$ cat config.mk
export PLATFORM = sky130hd
export DESIGN_NAME = mem_stream_reader
export DESIGN_NICKNAME = d
export VERILOG_FILES = /design/src/rtl/mem_stream_reader.sv
export SDC_FILE = /design/constraint.sdc
export NUM_CORES = 1
export LEC_CHECK = 0
export ABC_AREA = 1
export ABC_CLOCK_PERIOD_IN_PS = 5210
export CORE_ASPECT_RATIO = 1.75
export CORE_MARGIN = 3
export CORE_UTILIZATION = 40
export DETAILED_ROUTE_END_ITERATION = 10
export GPL_TIMING_DRIVEN = 1
export PLACE_DENSITY = 0.67
export SLEW_MARGIN = 20
export SYNTH_ARGS = -nofsm -noshare
export SYNTH_HDL_FRONTEND = slang
export SYNTH_SLANG_ARGS = --single-unit
$ cat constraint.sdc
create_clock -name clk -period 5.21 [get_ports clk]
set_input_delay 1.3025 -clock clk [delete_from_list [all_inputs] [get_ports clk]]
set_output_delay 1.3025 -clock clk [all_outputs]
set_load 0.01 [all_outputs]
$ cat src/rtl/mem_stream_reader.sv
// Streams a contiguous, wrapping block of synchronous-RAM words out over a
// valid/ready interface, keeping reads in flight plus buffered words within a 2-entry FIFO.
//
// state | meaning
// IDLE  | waiting for a command, cmd_ready high
// RUN   | reads remaining to issue
// DRAIN | all reads issued, words still outstanding
module mem_stream_reader #(
  parameter int ADDR_WIDTH = 4,
  parameter int DATA_WIDTH = 8
) (
  input  logic                  clk,
  input  logic                  rst_n,
  input  logic                  cmd_valid,
  output logic                  cmd_ready,
  input  logic [ADDR_WIDTH-1:0] cmd_addr,
  input  logic [ADDR_WIDTH-1:0] cmd_len,
  output logic                  mem_en,
  output logic [ADDR_WIDTH-1:0] mem_addr,
  input  logic [DATA_WIDTH-1:0] mem_dout,
  output logic                  out_valid,
  input  logic                  out_ready,
  output logic [DATA_WIDTH-1:0] out_data,
  output logic                  out_last,
  output logic                  busy
);

  typedef enum logic [1:0] {
    IDLE  = 2'd0,
    RUN   = 2'd1,
    DRAIN = 2'd2
  } state_t;

  localparam logic [ADDR_WIDTH-1:0] ADDR_ONE = ADDR_WIDTH'(1);
  localparam logic [ADDR_WIDTH:0]   REM_ONE  = (ADDR_WIDTH + 1)'(1);

  state_t state;
  state_t state_nxt;

  logic [ADDR_WIDTH-1:0] addr_q;
  logic [ADDR_WIDTH-1:0] addr_hold;
  logic [ADDR_WIDTH:0]   remaining;
  logic                  in_flight;
  logic                  in_flight_last;

  logic [DATA_WIDTH-1:0] fifo_data [2];
  logic [1:0]            fifo_last;
  logic                  wr_ptr;
  logic                  rd_ptr;
  logic [1:0]            fifo_count;

  logic       accept;
  logic       issue;
  logic       issue_last;
  logic       push;
  logic       pop;
  logic [2:0] occupancy;

  // Handshake and FIFO status
  assign accept    = (state == IDLE) && cmd_valid;
  assign out_valid = (fifo_count != 2'd0);
  assign pop       = out_valid && out_ready;
  assign push      = in_flight;
  assign out_data  = out_valid ? fifo_data[rd_ptr] : '0;
  assign out_last  = out_valid && fifo_last[rd_ptr];
  assign busy      = (state != IDLE);

  // A word popped this cycle frees its slot in time for a read issued now.
  assign occupancy  = {1'b0, fifo_count} + {2'b00, in_flight};
  assign issue      = (state == RUN) && (occupancy < (3'd2 + {2'b00, pop}));
  assign issue_last = issue && (remaining == REM_ONE);

  assign mem_addr = issue ? addr_q : addr_hold;

  always_ff @(posedge clk) begin
    if (!rst_n) begin
      state <= IDLE;
    end else begin
      state <= state_nxt;
    end
  end

  always_comb begin
    state_nxt = state;
    cmd_ready = 1'b0;
    mem_en    = 1'b0;
    case (state)
      IDLE: begin
        cmd_ready = 1'b1;
        if (cmd_valid) begin
          state_nxt = RUN;
        end
      end
      RUN: begin
        mem_en = issue;
        if (issue_last) begin
          state_nxt = DRAIN;
        end
      end
      DRAIN: begin
        if (pop && out_last) begin
          state_nxt = IDLE;
        end
      end
      default: state_nxt = IDLE;
    endcase
  end

  // Address / remaining-count tracking
  always_ff @(posedge clk) begin
    if (!rst_n) begin
      addr_q    <= '0;
      addr_hold <= '0;
      remaining <= '0;
    end else if (accept) begin
      addr_q    <= cmd_addr;
      remaining <= {1'b0, cmd_len} + REM_ONE;
    end else if (issue) begin
      addr_q    <= addr_q + ADDR_ONE;
      addr_hold <= addr_q;
      remaining <= remaining - REM_ONE;
    end
  end

  // Clearing in_flight on reset is what discards data from a pre-reset read.
  always_ff @(posedge clk) begin
    if (!rst_n) begin
      in_flight      <= 1'b0;
      in_flight_last <= 1'b0;
    end else begin
      in_flight      <= issue;
      in_flight_last <= issue_last;
    end
  end

  always_ff @(posedge clk) begin
    if (!rst_n) begin
      fifo_data[0] <= '0;
      fifo_data[1] <= '0;
      fifo_last    <= 2'b00;
      wr_ptr       <= 1'b0;
    end else if (push) begin
      fifo_data[wr_ptr] <= mem_dout;
      fifo_last[wr_ptr] <= in_flight_last;
      wr_ptr            <= ~wr_ptr;
    end
  end

  always_ff @(posedge clk) begin
    if (!rst_n) begin
      rd_ptr     <= 1'b0;
      fifo_count <= 2'd0;
    end else begin
      if (pop) begin
        rd_ptr <= ~rd_ptr;
      end
      case ({push, pop})
        2'b10:   fifo_count <= fifo_count + 2'd1;
        2'b01:   fifo_count <= fifo_count - 2'd1;
        default: fifo_count <= fifo_count;
      endcase
    end
  end

endmodule

==> impl_metrics.json, run 1 <==
{
  "cp-endpoint": "mem_addr[2]",
  "cts_made_buffers": 5,
  "whs_endpoint": "addr_hold[0]",
  "mux_area_frac": 0,
  "synth_adder_area_share": 0.0419,
  "dp_slack_ns": 0.958,
  "critPathCaptureType": "output port",
  "die.size.x_um": 60.6,
  "ys_sh_xor": 0.00838,
  "hold_slack_ns": 0.473,
  "met1_usage": 0.146,
  "drcViolationCount": 0,
  "yosys.area_share.aoi": 0.0886,
  "grt_max_degree": 20,
  "arrival_ns": 2.93,
  "cts_max_level": 2,
  "yosys_warnings": 0,
  "min_path_cells": 2,
  "worstSetupStartpointType": "primary input",
  "crit_chain": "clkdlybuf4s50_1 -> nand3_4 -> nand2_4 -> nand2_8 -> nand2_1 -> o21ai_0 -> inv_1 -> clkdlybuf4s50_1",
  "insertion_delay_ns": 0.29,
  "area_delta_synth_final_pct": 23.2,
  "critical_path_buf_inv_count": 3,
  "seq_area_um2": 961,
  "seq_power_share": 0.422,
  "yosys.cell_types.count": 28,
  "vias": 1722,
  "cts_resized": 0,
  "worst_pin_slew_ns": 0.522,
  "drive_above_1_share": 0.0808,
  "status": "completed",
  "largest-register": "fifo_data",
  "finalClockPeriodUsage": 0.813,
  "drt_iter0_drc": 26,
  "slew_violations": 0,
  "wl_per_cell_um": 11.2,
  "nFlopsAndLatches": 40,
  "die_area_um2": 6160,
  "yosysMostFrequentCell": "nand2_1",
  "routed_wirelength_um": 3920,
  "reg_top3": "fifo_data x16, remaining x5",
  "dpl_cell_area_um2": 2470,
  "tritoncts": "done",
  "clk_pin_slew_ns": 0.08,
  "ir_worst_vdd_mv": 0.219,
  "numPortBuffers": 36,
  "finalSetupTns_ns": 0,
  "reg2reg_depth": 9,
  "p_comb_uw": 290,
  "tapcell.inserted": 54,
  "drtPass1Iterations": 4,
  "ys_chip_area_um2": 2090,
  "buffers": 36,
  "ys_cells": 260,
  "post-place-cells": 343,
  "via_per_inst": 4.91,
  "timing.rr.end": "fifo_count[1]",
  "top_cell_area_share": 0.230,
  "fp_nets": 287,
  "timing.fmax_mhz": 236
}
Run 1, floorplan with the power grid:
Scale bar: 20 um. Pins as bars on the die edge. Tap cells in gray.
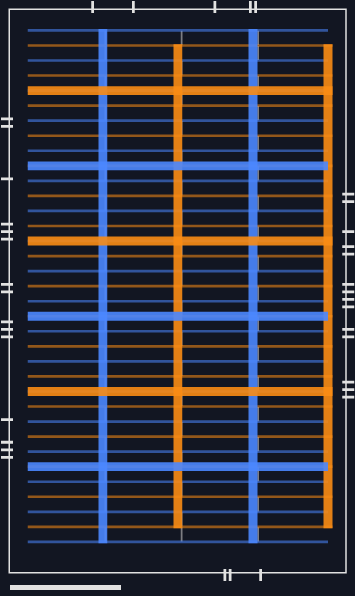
- VDD: orange
- VSS: blue
- met5 straps: 6
- signal pins: 37
- met1 rails: 35
- met4 straps: 4
- rows: 34

Run 1, cells colored by class:
Scale bar: 20 um.
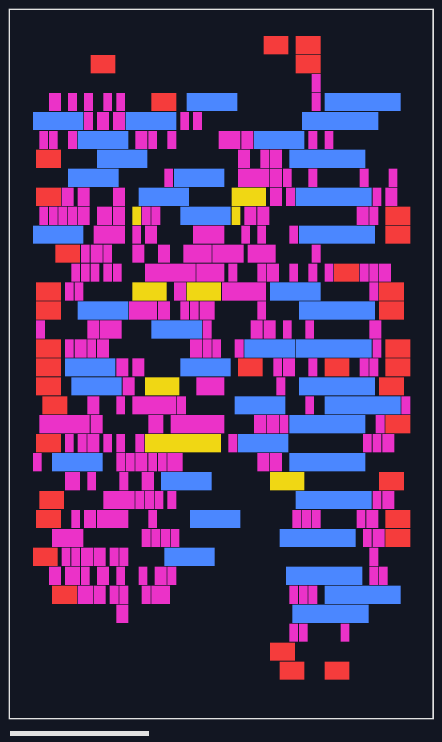
- registers: blue (cells 40; share of their area 38%)
- remaining logic cells: magenta (cells 213; share of their area 43%)
- clock drivers and dummy loads: yellow (cells 8; share of their area 4.2%)
- remaining buffers and delay cells: red (cells 36; share of their area 14%)
Final Cell Area: 2570 um2
Placement Rows: 34
Core Region: 5020 um2
Final Util: 0.513
Seq area share: 0.373

Run 1, clock distribution:
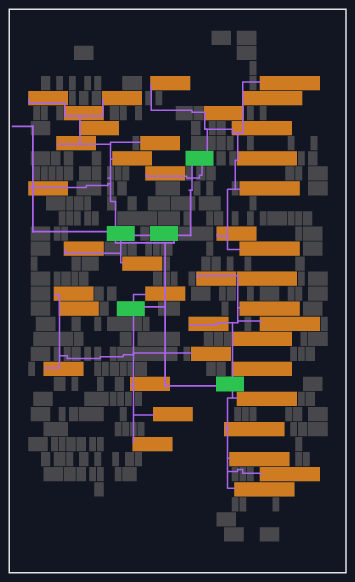
- clock-net drivers: green (count 5)
- clock wires: purple (length 453 um)
- flip-flops: orange (count 40)
- routed clock nets: 6

Run 1, routed metal, one color a layer:
Scale bar: 20 um. Two of the layers only.
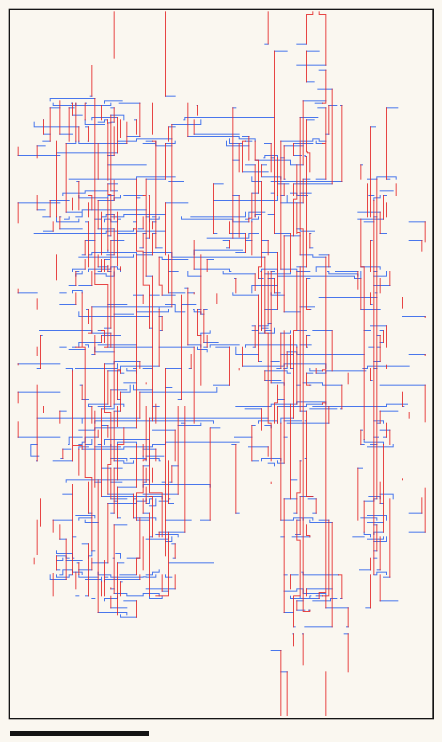
- M1: blue (wire length 1490 um)
- M2: red (wire length 2160 um)

==> run 1 -> run 2 <==
- ABC_CLOCK_PERIOD_IN_PS: 5210 -> 3700
- PLACE_DENSITY: 0.67 -> 0.7
- clock period: 5.21 -> 3.7 ns (I/O delays scaled with it)
==> run 2 against run 1 <==
  * Wire length rose by 8.7%
  * Synthesized area did not move
  * Via count did not move
  * Clock-buffer cell count rose by 2
  * First-iteration DRC count rose by 23%
==> impl_metrics.json, run 2 <==
{
  "yosys.area_share.aoi": 0.0886,
  "drtPass1Iterations": 4,
  "ys_cells": 260,
  "ys_sh_xor": 0.00838,
  "seq_power_share": 0.418,
  "min_path_cells": 2,
  "tritoncts": "done",
  "fp-row-count": 34,
  "drcViolationCount": 0,
  "drt_iter0_drc": 32,
  "routed_wirelength_um": 4260,
  "fp_nets": 287,
  "synth_adder_area_share": 0.0419,
  "worst_pin_slew_ns": 0.561,
  "cp-endpoint": "mem_en",
  "insertion_delay_ns": 0.30,
  "nFlopsAndLatches": 40,
  "timing.fmax_mhz": 289,
  "yosys.cell_types.count": 28,
  "buffers": 39,
  "final_cell_area_um2": 2610,
  "yosys_warnings": 0,
  "seq_area_um2": 961,
  "ys_chip_area_um2": 2090,
  "reg_top3": "fifo_data x16, remaining x5",
  "clk_pin_slew_ns": 0.07,
  "mux_area_frac": 0,
  "wl_per_cell_um": 12.0,
  "die.size.x_um": 60.6,
  "cts_max_level": 2,
  "p_comb_uw": 415,
  "whs_endpoint": "fifo_last[1]",
  "top_cell_area_share": 0.230,
  "worstSetupStartpointType": "primary input",
  "die_area_um2": 6160,
  "via_per_inst": 4.86,
  "area_delta_synth_final_pct": 24.8,
  "core_area_um2": 5020,
  "crit_chain": "clkdlybuf4s50_1 -> nand3_4 -> nand2_4 -> nand2_8 -> buf_4 -> inv_1 -> clkdlybuf4s50_1",
  "largest-register": "fifo_data",
  "dp_slack_ns": 0.232,
  "finalSetupTns_ns": 0,
  "vias": 1722,
  "critical_path_buf_inv_count": 4,
  "drive_above_1_share": 0.0967,
  "post-place-cells": 346,
  "hold_slack_ns": 0.473,
  "numPortBuffers": 36,
  "status": "completed",
  "cts_made_buffers": 5,
  "finalClockPeriodUsage": 0.935,
  "ir_worst_vdd_mv": 0.310
}
Run 2, cell outlines without signal wires:
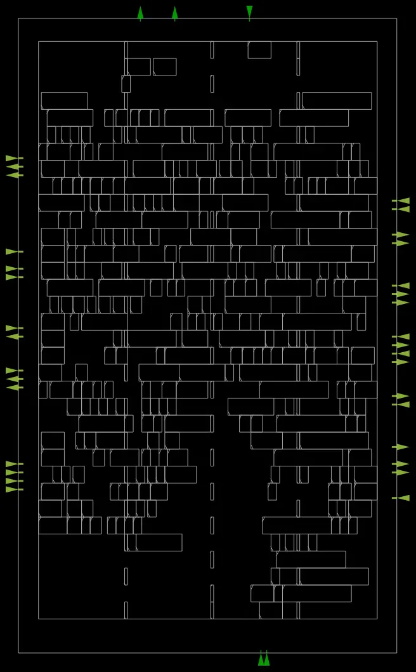
num tapcells: 54
Seq area share: 0.369

Run 2, clock distribution:
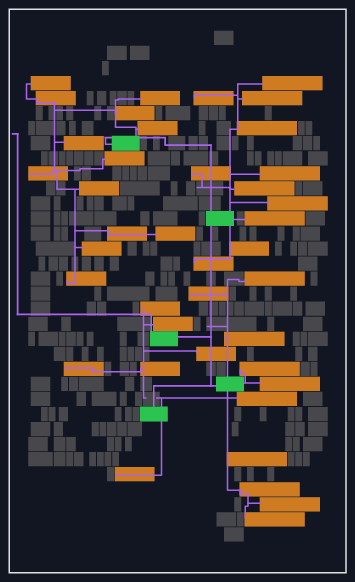
- flip-flops: orange (count 40)
- clock wires: purple (length 503 um)
- clock-net drivers: green (count 5)
- routed clock nets: 6

